==> images/final_clocks.png <==
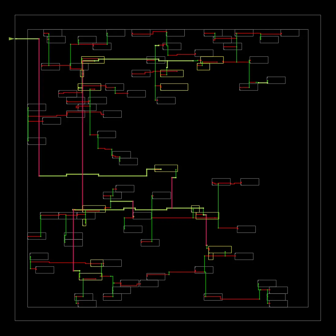
==> images/drive_strength.png <==
Bar = 20 um.
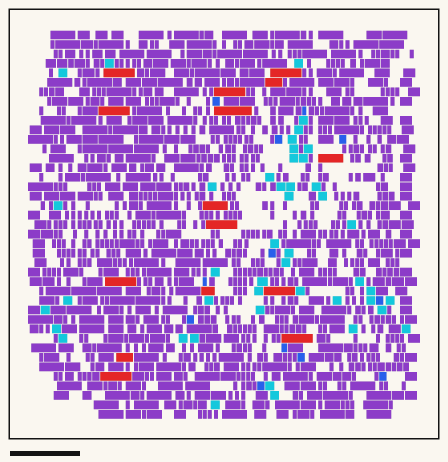
File: config.mk
export PLATFORM = sky130hd
export DESIGN_NAME = reg_write_scoreboard
export DESIGN_NICKNAME = d
export VERILOG_FILES = /design/src/rtl/reg_write_scoreboard.sv
export SDC_FILE = /design/constraint.sdc
export NUM_CORES = 1
export LEC_CHECK = 0
export ABC_AREA = 1
export CAP_MARGIN = 20
export CORE_MARGIN = 5
export CORE_UTILIZATION = 60
export CTS_CLUSTER_DIAMETER = 100
export DETAILED_ROUTE_END_ITERATION = 8
export GPL_TIMING_DRIVEN = 1
export PLACE_DENSITY_LB_ADDON = 0.2
export SLEW_MARGIN = 20
export SYNTH_ARGS = -nofsm -noshare
export SYNTH_HDL_FRONTEND = slang
export SYNTH_SLANG_ARGS = --single-unit
export TNS_END_PERCENT = 5
File: constraint.sdc
create_clock -name clk -period 5 [get_ports clk]
set_input_delay 1 -clock clk [delete_from_list [all_inputs] [get_ports clk]]
set_output_delay 1 -clock clk [all_outputs]
set_load 0.01 [all_outputs]
File: src/rtl/reg_write_scoreboard.sv
`default_nettype none
// ============================================================================
// Module  : reg_write_scoreboard
// Brief   : Per-register pending-write counters producing the issue stall.
// Rev     : 1.0  initial release
// ============================================================================
module reg_write_scoreboard #(
    parameter int RFIDX_WIDTH = 5,
    parameter int NREG        = 32,
    parameter int CNT_W       = 2,
    parameter int OUT_W       = 6
) (
    input  logic                   clk,
    input  logic                   rstn,
    input  logic                   issue_valid,
    input  logic [RFIDX_WIDTH-1:0] issue_rs1,
    input  logic [RFIDX_WIDTH-1:0] issue_rs2,
    input  logic                   issue_uses_rs2,
    input  logic                   issue_wen,
    input  logic [RFIDX_WIDTH-1:0] issue_rd,
    input  logic                   wb_valid,
    input  logic [RFIDX_WIDTH-1:0] wb_rd,
    input  logic                   kill_valid,
    input  logic [RFIDX_WIDTH-1:0] kill_rd,
    output logic                   stall,
    output logic                   issue_fire,
    output logic [NREG-1:0]        busy_vec,
    output logic [OUT_W-1:0]       outstanding,
    output logic                   err
);

    localparam logic [CNT_W-1:0] c_cnt_max = '1;

    logic [CNT_W-1:0] w_cnt [NREG];
    logic [NREG-1:0]  w_uf;

    logic             w_rs1_hit;
    logic             w_rs2_hit;
    logic             w_rd_full;
    logic             w_tot_inc;
    logic [1:0]       w_tot_dec;
    logic [OUT_W:0]   w_out_sum;
    logic             w_out_uf;
    logic [OUT_W-1:0] r_out;
    logic             r_err;

    // Stall looks only at registered counts; writeback never bypasses into it.
    assign w_rs1_hit  = (w_cnt[issue_rs1] != '0);
    assign w_rs2_hit  = issue_uses_rs2 && (w_cnt[issue_rs2] != '0);
    assign w_rd_full  = issue_wen && (issue_rd != '0) && (w_cnt[issue_rd] == c_cnt_max);
    assign stall      = issue_valid && (w_rs1_hit || w_rs2_hit || w_rd_full);
    assign issue_fire = issue_valid && !stall;

    generate
        for (genvar r = 0; r < NREG; r++) begin : g_reg
            if (r == 0) begin : g_x0
                assign w_cnt[r]    = '0;
                assign w_uf[r]     = 1'b0;
                assign busy_vec[r] = 1'b0;
            end else begin : g_cnt
                localparam logic [RFIDX_WIDTH-1:0] c_idx = RFIDX_WIDTH'(r);

                logic [CNT_W-1:0] r_cnt;
                logic             w_inc;
                logic [1:0]       w_dec;
                logic [CNT_W:0]   w_sum;

                assign w_inc = issue_fire && issue_wen && (issue_rd == c_idx);
                assign w_dec = {1'b0, wb_valid && (wb_rd == c_idx)}
                             + {1'b0, kill_valid && (kill_rd == c_idx)};
                // Increment first so issue+retire on the same register nets to zero.
                assign w_sum   = {1'b0, r_cnt} + (CNT_W+1)'(w_inc);
                assign w_uf[r] = (w_sum < (CNT_W+1)'(w_dec));

                always_ff @(posedge clk) begin
                    if (!rstn) begin
                        r_cnt <= '0;
                    end else if (w_uf[r]) begin
                        r_cnt <= '0;
                    end else begin
                        r_cnt <= CNT_W'(w_sum - (CNT_W+1)'(w_dec));
                    end
                end

                assign w_cnt[r]    = r_cnt;
                assign busy_vec[r] = (r_cnt != '0);
            end
        end
    endgenerate

    assign w_tot_inc = issue_fire && issue_wen && (issue_rd != '0);
    assign w_tot_dec = {1'b0, wb_valid && (wb_rd != '0)}
                     + {1'b0, kill_valid && (kill_rd != '0)};
    assign w_out_sum = {1'b0, r_out} + (OUT_W+1)'(w_tot_inc);
    assign w_out_uf  = (w_out_sum < (OUT_W+1)'(w_tot_dec));

    always_ff @(posedge clk) begin
        if (!rstn) begin
            r_out <= '0;
            r_err <= 1'b0;
        end else begin
            r_out <= w_out_uf ? '0 : OUT_W'(w_out_sum - (OUT_W+1)'(w_tot_dec));
            r_err <= r_err || (|w_uf) || w_out_uf;
        end
    end

    assign outstanding = r_out;
    assign err         = r_err;

endmodule
`default_nettype wire
==> notes.org <==
* Flow results

** Timing
- Worst hold slack :: around 0.65 ns
- Worst Setup Slack, final :: 0.222 ns
- Hold violation total from the final report :: 0
- The worst path in the final design needs a cycle of around 4.8 ns, including I/O delays and setup.
- Clock skew after layout :: around 0.0036 ns
- Derived from the worst setup path, the maximum achievable clock frequency is about 210 MHz.
- Final Cycle Share :: 95.6%
- Setup repair after global routing left no endpoint under its margin.

** Synthesis
- Mean Syn Cell Area :: between 6 and 7 um2
- Summing the sequential cell areas from Yosys gives approximately 18% of the chip area.
- Synthesis instantiated 32 different standard cells from the library.
- The synthesized netlist was found by Yosys to have ~1,200 cells.
- By instance count, the leading cell after synthesis is sky130_fd_sc_hd__nand2_1.
- Number of register bits inferred by synthesis :: ~70
- Simple Share, Synth :: a little over a third
- The synthesized netlist handed to floorplanning was reported with a cell count of approximately 1,200.
- MUX share of area :: 0%
- AND-OR/OR-AND Cells, Area Fraction :: between 5 and 6%
- Area of the mapped netlist :: 7630 um2
- Dominant kind of combinational cell :: simple AND/OR/NAND/NOR gates

** Clock network
- The skew report gives the latency at the later pin of the worst-skew pair as around 0.35 ns.
- CTS root buffer :: sky130_fd_sc_hd__clkbuf_16
- Clock Pin Slew Worst Setup and Hold Paths :: 0.06 ns
- Clock sink total :: around 70
- Htree depth :: 3
- Hold buffer count at cts :: 0

** Floorplan
- Boundary Pins :: around 73
- Per the OpenROAD floorplan log, the width of the die is ~120 um.
- Effective utilization at floorplan :: 60.7%
- Die Size :: 15,100 um2

** Pwr
- The clock network is responsible for between 30% and 40% of the overall power.
- Summed over all sequential cells, the power is ~0.62 mW.
- Net switching power of the design :: 0.607 mW
- The flow reports that sequential cells draw ~34% of the design power.
- In this run, power in combinational logic comes to 0.555 mW.
- The highest supply drop recorded on VDD is ~0.00025 V.

** Critical path
- The worst-case reg-to-reg setup slack stands at roughly 1.1 ns.
- Critical Path End :: err$_SDFF_PN0_
- Most frequent CP cell :: sky130_fd_sc_hd__nand2_1
- For this design, the slowest cell found on the critical path is sky130_fd_sc_hd__clkdlybuf4s50_1.
- On the critical path the data arrives at 5.02 ns.
- Worst R2R Start :: g_reg[27].g_cnt.r_cnt[1]$_SDFF_PP0_
- Walking the critical path from launch to capture passes 26 cell instances.
- Element type at the critical path end :: register
- Cells on worst reg2reg path :: 23
- Startpoint-to-endpoint class of the critical path :: input pin to register

** Run
- Max-capacitance violation count :: 0
- Number of warnings in the stage logs :: 57

** Routing
- Routed vias :: approximately 7,900
- Once iteration 0 of detailed routing completed, the report listed 762 DRC markers.
- Met1 WL :: approximately 9600 um
- The routed design shows a via density per instance of 5.43.
- DRT Pass-1 Iters :: 5

** Cells and area
- After filler insertion, the fill cell instance count of the layout stands at around 1,100.
- Seq. cell area :: 1380 um2
- Share of post-route cells with drive strength above 1 :: under 10%
- Inverter count of the layout excluding clock inverters :: about 190
- The biggest slice of the area belongs to logic gates.
- Number of flip-flops in the largest register :: roughly 62
- Antenna diode instance count :: 0
- Non-clk bufs :: about 120
- Biggest register :: g.g_cnt.r_cnt
- According to the cell report, the number of logic gates is roughly 900.
- Clock Network Area Fraction :: between 3 and 4%
- The fraction of cell area in sequential cells is reported as between 10% and 20%.
- Compared with the post-synthesis result, the final layout area differs by 19.5%.
- Post-Layout Cell Count :: ~1,400

** Placed design
- During placement, the flow inserted port buffers numbering 71.
- Including well taps, the total number of placed cells is around 1,400.
- Setup slack on the worst path after placement came out at -0.0385 ns.

** GRT
- Met3 usage :: 5.94%
- Pin count of the biggest net entering global routing :: 34
- Global routing used a little over half of the available met2 tracks.
- The number of global-route vias before repair was a little under 8,000.
- Global routing put the most usage on met2.

** Min path
- The worst hold path begins at outstanding[2]$_SDFF_PP0_.
- Worst hold path stage count :: 3

** Outcome
- Status :: complete, no violations
## Picture notes: final_clocks.png
total clock buffers created by CTS: 9
flop count: 69
clock-net power: 0.674 mW

## Picture notes: drive_strength.png
legend:
  cyan:
    size: drive 3 to 4
    cells: 45
  blue:
    size: drive 2
    cells: 12
  red:
    size: drive 6 and up
    cells: 15
  purple:
    size: drive 1 or less
    cells: 1,205

Power is estimated from default activity; no workload was simulated.
